$ cat src/rtl/param_led_chaser_if.sv
// Bundle of the chaser's control inputs and pattern outputs.
// The master side drives mode/pause/maximum; the slave side is the chaser itself.
interface param_led_chaser_if #(
    parameter int N_LED = 4,
    parameter int CNT_W = 8
);
    logic [1:0]       mode;
    logic             pause;
    logic [CNT_W-1:0] maximum;
    logic [N_LED-1:0] LED;
    logic             step;
    logic             dir;

    modport master (
        output mode,
        output pause,
        output maximum,
        input  LED,
        input  step,
        input  dir
    );

    modport slave (
        input  mode,
        input  pause,
        input  maximum,
        output LED,
        output step,
        output dir
    );
endinterface

$ cat src/rtl/param_led_chaser.sv
// Prescaled LED pattern generator (rotate left/right, bounce, fill) driven by an
// IDLE/RUN/HOLD FSM; LED, dir and step are all registered.
module param_led_chaser #(
    parameter int N_LED = 4,
    parameter int CNT_W = 8
) (
    input  logic              clk,
    input  logic              rst,
    param_led_chaser_if.slave bus
);

    typedef enum logic [1:0] {
        IDLE = 2'd0,
        RUN  = 2'd1,
        HOLD = 2'd2
    } state_t;

    localparam logic [1:0] MODE_ROT_L  = 2'b00;
    localparam logic [1:0] MODE_ROT_R  = 2'b01;
    localparam logic [1:0] MODE_BOUNCE = 2'b10;
    localparam logic [1:0] MODE_FILL   = 2'b11;

    localparam logic [N_LED-1:0] LED_ZERO = {N_LED{1'b0}};
    localparam logic [N_LED-1:0] LED_ONES = {N_LED{1'b1}};
    localparam logic [N_LED-1:0] LED_LSB  = {{(N_LED-1){1'b0}}, 1'b1};
    localparam logic [N_LED-1:0] LED_MSB  = {1'b1, {(N_LED-1){1'b0}}};
    localparam logic [CNT_W-1:0] CNT_ZERO = {CNT_W{1'b0}};
    localparam logic [CNT_W-1:0] CNT_ONE  = {{(CNT_W-1){1'b0}}, 1'b1};

    state_t           state_q, state_d;
    logic [CNT_W-1:0] cnt_q, cnt_d;
    logic [N_LED-1:0] led_q, led_d;
    logic             dir_q, dir_d;
    logic             step_q, step_d;

    logic [N_LED-1:0] adv_led_s;
    logic             adv_dir_s;

    function automatic logic is_onehot(input logic [N_LED-1:0] v);
        return (v != LED_ZERO) && ((v & (v - LED_LSB)) == LED_ZERO);
    endfunction

    // Thermometer codes (0 or 2^k-1) are exactly the values where v+1 shares no bit with v.
    function automatic logic is_thermo(input logic [N_LED-1:0] v);
        return (v & (v + LED_LSB)) == LED_ZERO;
    endfunction

    // Pattern value and direction that the next advance would produce.
    always_comb begin
        adv_led_s = LED_LSB;
        adv_dir_s = 1'b0;
        case (bus.mode)
            MODE_ROT_L: begin
                if (is_onehot(led_q)) begin
                    adv_led_s = {led_q[N_LED-2:0], led_q[N_LED-1]};
                end else begin
                    adv_led_s = LED_LSB;
                end
                adv_dir_s = 1'b0;
            end
            MODE_ROT_R: begin
                if (is_onehot(led_q)) begin
                    adv_led_s = {led_q[0], led_q[N_LED-1:1]};
                end else begin
                    adv_led_s = LED_MSB;
                end
                adv_dir_s = 1'b1;
            end
            MODE_BOUNCE: begin
                if (!is_onehot(led_q)) begin
                    adv_led_s = LED_LSB;
                    adv_dir_s = 1'b0;
                end else if (!dir_q) begin
                    if (led_q[N_LED-1]) begin
                        adv_led_s = {1'b0, led_q[N_LED-1:1]};
                        adv_dir_s = 1'b1;
                    end else begin
                        adv_led_s = {led_q[N_LED-2:0], 1'b0};
                        adv_dir_s = 1'b0;
                    end
                end else begin
                    if (led_q[0]) begin
                        adv_led_s = {led_q[N_LED-2:0], 1'b0};
                        adv_dir_s = 1'b0;
                    end else begin
                        adv_led_s = {1'b0, led_q[N_LED-1:1]};
                        adv_dir_s = 1'b1;
                    end
                end
            end
            MODE_FILL: begin
                if (!is_thermo(led_q)) begin
                    adv_led_s = LED_LSB;
                end else if (led_q == LED_ONES) begin
                    adv_led_s = LED_ZERO;
                end else begin
                    adv_led_s = {led_q[N_LED-2:0], 1'b1};
                end
                adv_dir_s = 1'b0;
            end
            default: begin
                adv_led_s = LED_LSB;
                adv_dir_s = 1'b0;
            end
        endcase
    end

    // FSM next state, prescaler and pattern update.
    always_comb begin
        state_d = state_q;
        cnt_d   = cnt_q;
        led_d   = led_q;
        dir_d   = dir_q;
        step_d  = 1'b0;
        case (state_q)
            IDLE: begin
                if (bus.pause) begin
                    state_d = HOLD;
                end else begin
                    state_d = RUN;
                end
            end
            RUN: begin
                // Compare with >= so a maximum lowered below cnt advances at once instead of wrapping.
                if (cnt_q >= bus.maximum) begin
                    cnt_d  = CNT_ZERO;
                    led_d  = adv_led_s;
                    dir_d  = adv_dir_s;
                    step_d = 1'b1;
                end else begin
                    cnt_d  = cnt_q + CNT_ONE;
                end
                if (bus.pause) begin
                    state_d = HOLD;
                end else begin
                    state_d = RUN;
                end
            end
            HOLD: begin
                if (bus.pause) begin
                    state_d = HOLD;
                end else begin
                    state_d = RUN;
                end
            end
            default: begin
                state_d = IDLE;
                cnt_d   = CNT_ZERO;
                led_d   = LED_ZERO;
                dir_d   = 1'b0;
            end
        endcase
    end

    // State registers with synchronous reset.
    always_ff @(posedge clk) begin
        if (rst) begin
            state_q <= IDLE;
            cnt_q   <= CNT_ZERO;
            led_q   <= LED_ZERO;
            dir_q   <= 1'b0;
            step_q  <= 1'b0;
        end else begin
            state_q <= state_d;
            cnt_q   <= cnt_d;
            led_q   <= led_d;
            dir_q   <= dir_d;
            step_q  <= step_d;
        end
    end

    assign bus.LED  = led_q;
    assign bus.dir  = dir_q;
    assign bus.step = step_q;

endmodule

$ cat src/flat_wrapper.sv
// flat-port wrapper written by rule: the top's interface ports become plain ports
module param_led_chaser_flat 
#(
    parameter int N_LED = 4,
    parameter int CNT_W = 8
)
  (clk, rst, bus_mode, bus_pause, bus_maximum, bus_LED, bus_step, bus_dir);
  param_led_chaser_if #(.N_LED(N_LED), .CNT_W(CNT_W)) bus_i ();
  input  logic clk;
  input  logic rst;
  input wire logic [$bits(bus_i.mode)-1:0] bus_mode;
  input wire logic [$bits(bus_i.pause)-1:0] bus_pause;
  input wire logic [$bits(bus_i.maximum)-1:0] bus_maximum;
  output wire logic [$bits(bus_i.LED)-1:0] bus_LED;
  output wire logic [$bits(bus_i.step)-1:0] bus_step;
  output wire logic [$bits(bus_i.dir)-1:0] bus_dir;
  assign bus_i.mode = bus_mode;
  assign bus_i.pause = bus_pause;
  assign bus_i.maximum = bus_maximum;
  assign bus_LED = bus_i.LED;
  assign bus_step = bus_i.step;
  assign bus_dir = bus_i.dir;
  param_led_chaser #(.N_LED(N_LED), .CNT_W(CNT_W)) u_core (.clk(clk), .rst(rst), .bus(bus_i));
endmodule
$ cat config.mk
export PLATFORM = sky130hd
export DESIGN_NAME = param_led_chaser_flat
export DESIGN_NICKNAME = d
export VERILOG_FILES = /design/src/rtl/param_led_chaser_if.sv /design/src/rtl/param_led_chaser.sv /design/src/flat_wrapper.sv
export SDC_FILE = /design/constraint.sdc
export NUM_CORES = 1
export LEC_CHECK = 0
export CAP_MARGIN = 20
export CORE_ASPECT_RATIO = 1.25
export CORE_UTILIZATION = 52
export CTS_CLUSTER_SIZE = 10
export DETAILED_ROUTE_END_ITERATION = 16
export GPL_ROUTABILITY_DRIVEN = 1
export PLACE_DENSITY = 0.85
export SYNTH_ARGS = -nofsm -noshare
export SYNTH_HDL_FRONTEND = slang
export SYNTH_SLANG_ARGS = --single-unit
$ cat constraint.sdc
create_clock -name clk -period 2.5 [get_ports clk]
set_clock_uncertainty 0.15 [all_clocks]
set_input_delay 0.5 -clock clk [delete_from_list [all_inputs] [get_ports clk]]
set_output_delay 0.5 -clock clk [all_outputs]
set_load 0.01 [all_outputs]
Run 1, register map, names as in the netlist:
Other sequential cells in the stronger grey, the rest of the logic in the fainter grey.
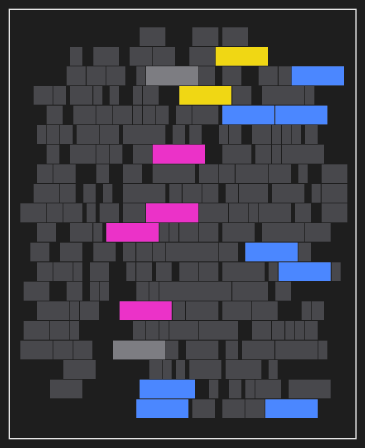
u_core.cnt_q: shown in blue, flops 8. u_core.state_q: shown in yellow, flops 2. u_core.bus.LED: shown in magenta, flops 4, where middle.
sequential share of cell area: 18.38%
register area: 321.6 µm²
sequential power: 267 µW

Run 1, track usage over the die:
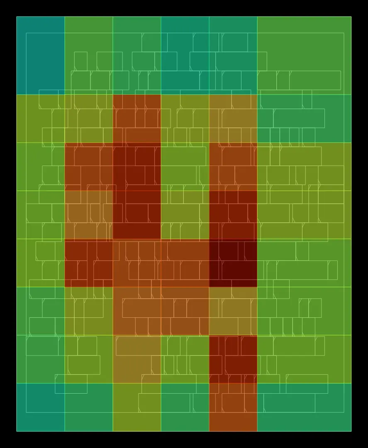
busiest grt layer: met2
met2 usage: 50.97%
Core Util, Final: 70.61%
Avg WL per Cell: 14.91 µm

Run 1, met2 routing:
Cells faint in the background.
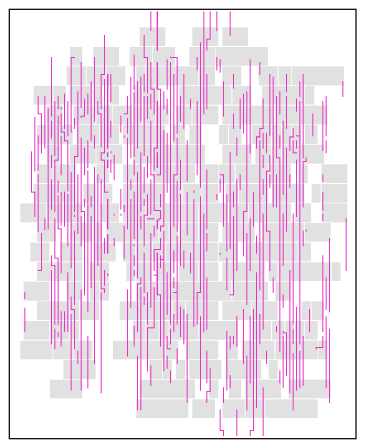
The longest straight run is 36.4 µm. 194 nets have wire on it.
final WL: 3.444 mm
routed vias: 1397

==> summary.txt, run 1 <==
impl run done, here's what came out: clock root buffer=clkbuf_4, port buffer count=18, Final Hold Vio Count=0, number of global-route vias before repair=1359, Ys Warns=0, non-filler cells, final=231, sequential cell count=16, Crit path max-delay family=AND-OR/OR-AND gates, Synth top cell by count=inv_1, first-pass GRT wire length=roughly 5.5 mm, Initial Util=55.45%, finished layout cell area=1749 µm², CP startpoint kind=input pin, post-CTS setup buffer count=1, CTS tree=yes, Layout non-clock buf frac=17.24%, largest cell class by area=logic gates, grt total ovfl=0, Synth Register Bits=16, Routed Antenna Nets=0, fraction of layout cells with a size suffix above 1=roughly a fifth, GRT Overall Usage=26.59%, Final min period=2.431 ns, Synth Area per Inst=8.081 µm², Comb area share=56.29%, count of library flops with an enable pin=0, Die Y=a little under 60 µm, chip area=2853 µm², Core Rows=20, Fillers=around 190, Cell Area, Synth=1374 µm², Placed Area=about 1700 µm², initial antenna violation count=0, Crit path largest cell delay=~0.51 ns, TritonRoute pass-1 iters=4, slowest CP cell=a2111o_1, switching pwr=154.4 µW, Final Worst Setup Slack=0.06881 ns, combinational group share of total power=a little over a fifth, number of max-cap violations=0, xor/xnor cell area share of the yosys netlist=1.913%, Area Overhead vs Synth=27.32%, Syn Inst Count=170, combinational gate area=984.7 µm², most instantiated cells after synthesis=inv_1 (17), dfxtp_1 (16), nand2_1 (14), ha_1 (13), nand3_1 (12), measured slew at the worst slew-check pin=0.5876 ns, # resized after CTS=3, Post-synth area hogs=dfxtp_1 (23%), ha_1 (12%), o311ai_2 (5.9%), Net Sw Frac=27.33%, # nets final=225, share of total power in sequential cells=47.2%, most used cell along the critical path=a2111o_1, Synth area leader=dfxtp_1, status=complete, no violations, routed vias/inst=6.048, Async S/R FF share, synth=0%, die width=47.98 µm, crit path DAT=around 2.5 ns, CTS Buffer Depth=2
## run 1: logic make-up (layout without fill, tap and decap cells)
logic type / after synthesis / count (layout)
fa+ha+maj: 13 / 13
compound gates: 55 / 55
buf+inv: 27 / 55
simple gates: 56 / 56
xor+xnor: 3 / 3
flops: 16 / 16
## run 1: power by group through the flow
stage          Combinational [µW]  Clock, µW  Sequential [µW]
6_report                      122        176              267
5_1_grt                       134        186              267
4_1_cts                       119        177              266
3_5_place_dp                  116          0              272
3_3_place_gp                  110          0              272
2_1_floorplan                67.9          0              267
## run 1: flip-flops by register name (all words and copies together), names as in the netlist
signal / cells
u_core.bus.dir: 1
u_core.bus.step: 1
u_core.cnt_q: 8
u_core.bus.LED: 4
u_core.state_q: 2
## run 1: stage by stage
step                hold slack (ns)  setup TNS, ns  total power [µW]
floorplan                    0.3153              0             335.1
global placement             0.3324         -3.539             382.2
detailed placement           0.3363         -4.233             387.8
CTS                          0.3512              0             562.2
global route                 0.3612       -0.01852             587.3
finish                       0.3314              0             565.1
## run 1: routing by layer
metal  share of wire [%]  up-vias  global-route usage (%)
met3                 3.9       11                   3.659
met5                   0        -                       0
met2                  56       48                   50.97
met4                 2.5        0                   11.11
met1                  37      660                   26.58
li1                    -      678                       -
## run 1: path summary, 6_finish.rpt
check / from / endpoint / slack [ns] / cells after the start
min: u_core.cnt_q[0]$_SDFFE_PP0P_ / u_core.cnt_q[0]$_SDFFE_PP0P_ / 0.33 / 2
max: bus_maximum[2] / u_core.bus.LED[3]$_SDFFE_PP0P_ / 0.07 / 7
max reg2reg: u_core.cnt_q[0]$_SDFFE_PP0P_ / u_core.bus.LED[3]$_SDFFE_PP0P_ / 0.12 / 7
min reg2reg: u_core.cnt_q[0]$_SDFFE_PP0P_ / u_core.cnt_q[0]$_SDFFE_PP0P_ / 0.33 / 2
==> run 2, diff against run 1 <==
HOLD_SLACK_MARGIN = 0.05   (was default)
Run 2, signal wires on met1:
Supply wires on this layer in grey. Cells faint in the background.
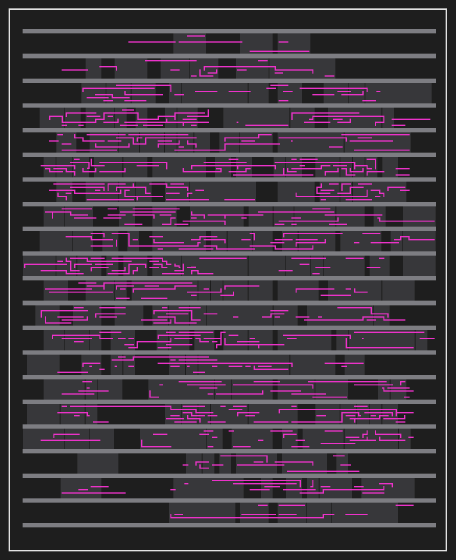
The layer carries 1290 µm of wire. 198 nets have wire on it. The layer holds 37% of the routed length.
met1 usage: 26.58%

==> summary.txt, run 2 <==
impl run done, here's what came out: reg2reg setup slack=0.12 ns (about the same), FF-to-FF End=u_core.bus.LED[3]$_SDFFE_PP0P_, final WL=3.444 mm (unchanged), Area Overhead vs Synth=27.32% (unchanged), Routed Antenna Nets=0 (unchanged), clock root buffer=clkbuf_4, Fillers=192 (unchanged), Final Power=565.1 µW (unchanged), Hold Startpoint=u_core.cnt_q[0]$_SDFFE_PP0P_, Synth Area per Inst=8.081 µm² (unchanged), CP startpoint kind=input pin, hold path depth=2 (unchanged), TritonRoute pass-1 iters=4 (unchanged), chip area=2853 µm² (unchanged), count of library flops with an enable pin=0 (unchanged), first-pass GRT wire length=5.540 mm (unchanged), crit path DAT=2.49 ns (about the same), CTS Buffer Depth=2 (unchanged), reg2reg path depth=7 (unchanged), fraction of layout cells with a size suffix above 1=20.20% (unchanged), grt total ovfl=0 (unchanged), Post-synth area hogs=dfxtp_1 (23%), ha_1 (12%), o311ai_2 (5.9%), Cell Area, Synth=1374 µm² (unchanged), Synth top cell by count=inv_1, setup_tns=0 ns (unchanged), slowest CP cell=a2111o_1, # resized after CTS=3 (unchanged), non-filler cells, final=231 (unchanged), Initial Util=55.45% (unchanged), Crit path largest cell delay=0.51 ns (about the same), initial antenna violation count=0 (unchanged), number of max-cap violations=0 (unchanged), CP endpoint kind=flop, routed vias/inst=6.048 (unchanged), port buffer count=18 (unchanged), most instantiated cells after synthesis=inv_1 (17), dfxtp_1 (16), nand2_1 (14), ha_1 (13), nand3_1 (12), Placed Area=1663 µm² (unchanged), worst hold slack=0.3314 ns (unchanged), Avg WL per Cell=14.91 µm (unchanged), Final Hold Vio Count=0 (unchanged), finished layout cell area=1749 µm² (unchanged), Top reg by flops=u_core.cnt_q, status=complete, no violations, CTS tree=yes, cell count in the Yosys report=~170, routed vias=1397 (unchanged), measured slew at the worst slew-check pin=0.5876 ns (unchanged), Crit path max-delay family=AND-OR/OR-AND gates, die width=47.98 µm (unchanged), WHS Endpoint=u_core.cnt_q[0]$_SDFFE_PP0P_, most used cell along the critical path=a2111o_1, Syn Inst Count=170 (unchanged), Ys Warns=0 (unchanged), YS chip area=1374 µm², source of the critical timing path=bus_maximum[2], Final min period=2.431 ns (unchanged), Async S/R FF share, synth=0% (unchanged), Core Util, Final=70.61% (unchanged), r2r startpoint=u_core.cnt_q[0]$_SDFFE_PP0P_
Run 2, track usage over the die:
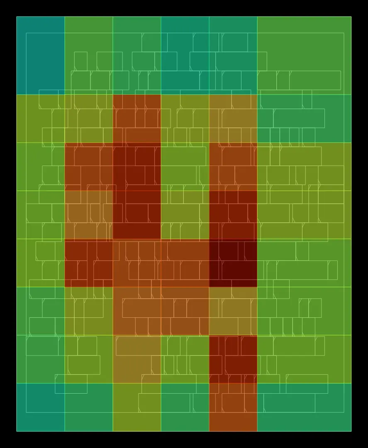
GRT Overall Usage: 26.59%
GR Util met3: 3.659%

==> run 2: cell counts in the layout (fill, tap and decap cells not counted) <==
No cell type changed its count.
==> run 2: cell type report <==
class / instances / area [µm²] / share of cell area, %
Clock buffer: 4 / 36.28 / 2.074
Inverter: 17 / 63.81 / 3.648
Multi-Input combinational cell: 127 / 984.7 / 56.29
Sequential cell: 16 / 321.6 / 18.38
Tap cell: 33 / 41.29 / 2.361
Timing Repair Buffer: 34 / 301.5 / 17.24
==> run 2: worst max-delay path by stage <==
| stage | cells after the start | endpoint | slack, ns |
|---|---|---|---|
| finish | 7 | u_core.bus.LED[3]$_SDFFE_PP0P_ | 0.07 |
| floorplan | 6 | u_core.bus.LED[3]$_SDFFE_PP0P_ | 0.1 |
| global placement | 8 | u_core.bus.LED[1]$_SDFFE_PP0P_ | -0.35 |
| detailed placement | 8 | u_core.bus.LED[1]$_SDFFE_PP0P_ | -0.42 |
| global route | 8 | u_core.bus.LED[2]$_SDFFE_PP0P_ | -0.01 |
| CTS | 8 | u_core.bus.LED[1]$_SDFFE_PP0P_ | 0.02 |
==> run 2: power breakdown <==
part	switching [µW]	total, µW	internal, µW
Clock	87.2	176	88.8
Sequential	7.57	267	259
Combinational	59.6	122	62.6
Total	154	565	411
==> run 2: per-layer routing <==
metal | track usage, % | vias to the layer above | share of wire [%]
met4 | 11.11 | 0 | 2.5
li1 | - | 678 | -
met5 | 0 | - | 0
met2 | 50.97 | 48 | 56
met3 | 3.659 | 11 | 3.9
met1 | 26.58 | 660 | 37
==> run 2: cells by family after synthesis <==
family,after synthesis,share of synthesized area (%)
AOI/OAI and AO/OA,55,34.06
xor gates and xnor gates,3,1.913
adders and majority gates,13,11.84
buffers and inverters,27,7.377
DFF,16,23.32
and+or+nand+nor,56,21.49
Run 2, I/O nets highlighted:
Bar = 10 µm.
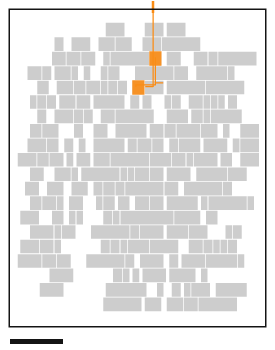

==> run 3, diff against run 2 <==
CAP_MARGIN = default   (was 20)
GPL_TIMING_DRIVEN = 0   (was default)
Run 3, I/O nets highlighted:
Bar = 10 µm.
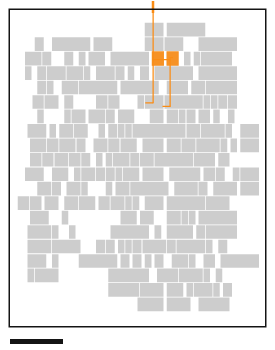
bus_pause: shown in orange, bits 1, direction input, edge top, end cells 2, buffers 1, wire 32.9 µm.
port buffer count: 18
Top-Level Pins: 19

==> summary.txt, run 3 <==
impl run done, here's what came out: Detail Placement HPWL=2.509 mm, max FFs per register=8, CTS sink count=16, Synth Register Bits=16, Die Y=59.47 µm, clock root buffer=clkbuf_4, CTS tree=yes, Leak=0.0006494 µW, Core Util, Final=68.13% (-2.5 points), Unique cell types=45, first-pass GRT wire length=5.678 mm (+2.5%), CORE AREA=2477 µm², fraction of layout cells with a size suffix above 1=14.29% (-5.9 points), number of global-route vias before repair=1283, reg2reg path depth=9 (+2), YS chip area=1374 µm² (unchanged), measured slew at the worst slew-check pin=0.5183 ns (-0.06929 ns), Top cell area share=23.32%, Final Hold Vio Count=0 (unchanged), CP startpoint kind=input pin, CP endpoint kind=flop, CTS clk-pin slew, worst paths=0.09 ns, setup_tns=0 ns (unchanged), Async S/R FF share, synth=0% (unchanged), most instantiated cells after synthesis=inv_1 (17), dfxtp_1 (16), nand2_1 (14), ha_1 (13), nand3_1 (12), TritonRoute pass-1 iters=4 (unchanged), dominant logic cell type in the layout=inv_1, count of library flops with an enable pin=0 (unchanged), Latency at later pin=roughly 0.28 ns, cell count in the Yosys report=170 (unchanged), Placed Area=1595 µm² (-4.1%), hold path depth=2 (unchanged), grt total ovfl=0 (unchanged), ANT cells=0, Setup crit end=u_core.bus.LED[3]$_SDFFE_PP0P_, FF-to-FF End=u_core.bus.LED[1]$_SDFFE_PP0P_, Syn Inst Count=170 (unchanged), Fillers=201 (+4.7%), worst hold slack=0.3832 ns (+0.05175 ns), chip area=2853 µm² (unchanged), WHS Endpoint=u_core.cnt_q[1]$_SDFFE_PP0P_, Initial Util=55.45% (unchanged), CTS Buf Count=3, H-tree lvl count=1, GRT Overall Usage=27.14% (+0.55 points), routed vias/inst=6.096 (+0.80%), Critical Path RT=approximately 2.5 ns, Hold Startpoint=u_core.cnt_q[1]$_SDFFE_PP0P_, Slew Limit Fails=0, Ys Warns=0 (unchanged), Critical Path Fanout Max=4, Routed Antenna Nets=0 (unchanged), reg2reg setup slack=0.12 ns (about the same), Cell Area, Synth=1374 µm² (unchanged), Final min period=2.410 ns (-0.02112 ns), type of the worst min-delay path=reg2reg, global placement routability congestion=about 0.90, finished layout cell area=1688 µm² (-3.5%), Synth top cell by count=inv_1, Area Overhead vs Synth=22.86%, Synth Area per Inst=8.081 µm² (unchanged), Avg WL per Cell=14.61 µm (-2.0%), Worst slew margin=between 60% and 70%, floorplan net count=196, die width=47.98 µm (unchanged), status=complete, no violations, Core Rows=20, CTS Buffer Depth=2 (unchanged), Post-synth area hogs=dfxtp_1 (23%), ha_1 (12%), o311ai_2 (5.9%), r2r startpoint=u_core.cnt_q[0]$_SDFFE_PP0P_, initial antenna violation count=0 (unchanged), crit path DAT=2.45 ns (-0.04 ns), source of the critical timing path=bus_maximum[6], Top reg by flops=u_core.cnt_q, number of max-cap violations=0 (unchanged), sequential area share after synthesis=roughly a quarter
Run 3, signal wires on met1:
Supply wires on this layer in grey. Cells faint in the background.
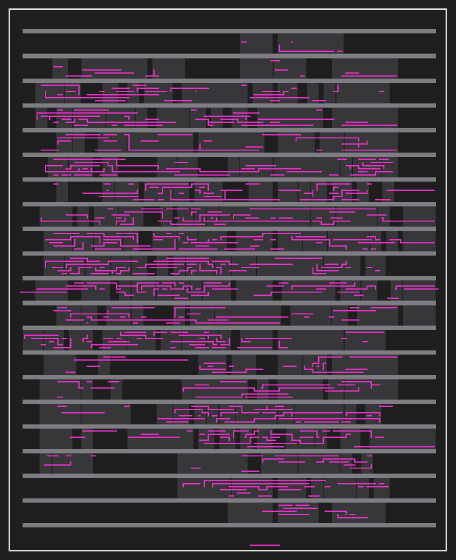
The layer holds 40% of the routed length. The layer carries 1330 µm of wire. 202 nets have wire on it. The wires run mostly horizontal.
routed vias: 1396
final WL: 3.346 mm
met1 usage: 30.91%

run 3: cell counts after synthesis:
Identical to the previous run, type by type.
run 3: kinds of logic after synthesis:
kind of cell | count (synthesis) | share of synthesized area, %
buffers and inverters | 27 | 7.377
AND/OR/NAND/NOR | 56 | 21.49
XOR/XNOR | 3 | 1.913
flip-flops | 16 | 23.32
AND-OR/OR-AND | 55 | 34.06
adder cells (fa/ha/maj) | 13 | 11.84
run 3: power breakdown:
part	total, µW	internal, µW	switching (µW)
sequential	261	259	2.10
clock	170	88.6	81.5
combinational	120	56.8	63.1
total	551	405	147
run 3: layer usage:
metal / global-route usage [%] / share of wire, %
met5: 0 / 0
met4: 12.70 / 2.2
met3: 4.878 / 3.5
met2: 46.72 / 55
met1: 30.91 / 40
run 3: through the flow:
step | setup slack [ns] | power (µW) | std cells
finish | 0.08993 | 551.3 | 229
global route | -0.01293 | 582.1 | 229
CTS | 0.0001676 | 549.0 | 229
detailed placement | -0.5165 | 374.0 | 221
global placement | -0.4092 | 369.5 | 221
floorplan | 0.09580 | 335.1 | 170
run 3: timing repair:
action,in CTS,in global routing
pin swaps,9,4
cloned,0,0
endpoints found under the setup margin,14,13
gates resized,5,8
setup buffers,4,1
run 3: critical path, stage by stage:
cell	delay [ns]
clkdlybuf4s50_1	0.45
inv_1	0.04
ha_1	0.32
a21oi_1	0.19
a21boi_2	0.13
a2111o_1	0.45
a211o_1	0.31
o41ai_1	0.06
run 3: area by class of cell:
class / count / area [µm²] / area share, %
multi-input combinational: 127 / 968.4 / 57.38
timing repair buffer: 23 / 222.7 / 13.19
clock buffer: 4 / 36.28 / 2.150
inverter: 17 / 63.81 / 3.781
sequential: 16 / 321.6 / 19.05
tap: 33 / 41.29 / 2.446
buffer: 9 / 33.78 / 2.001
Power and IR drop assume default switching activity.
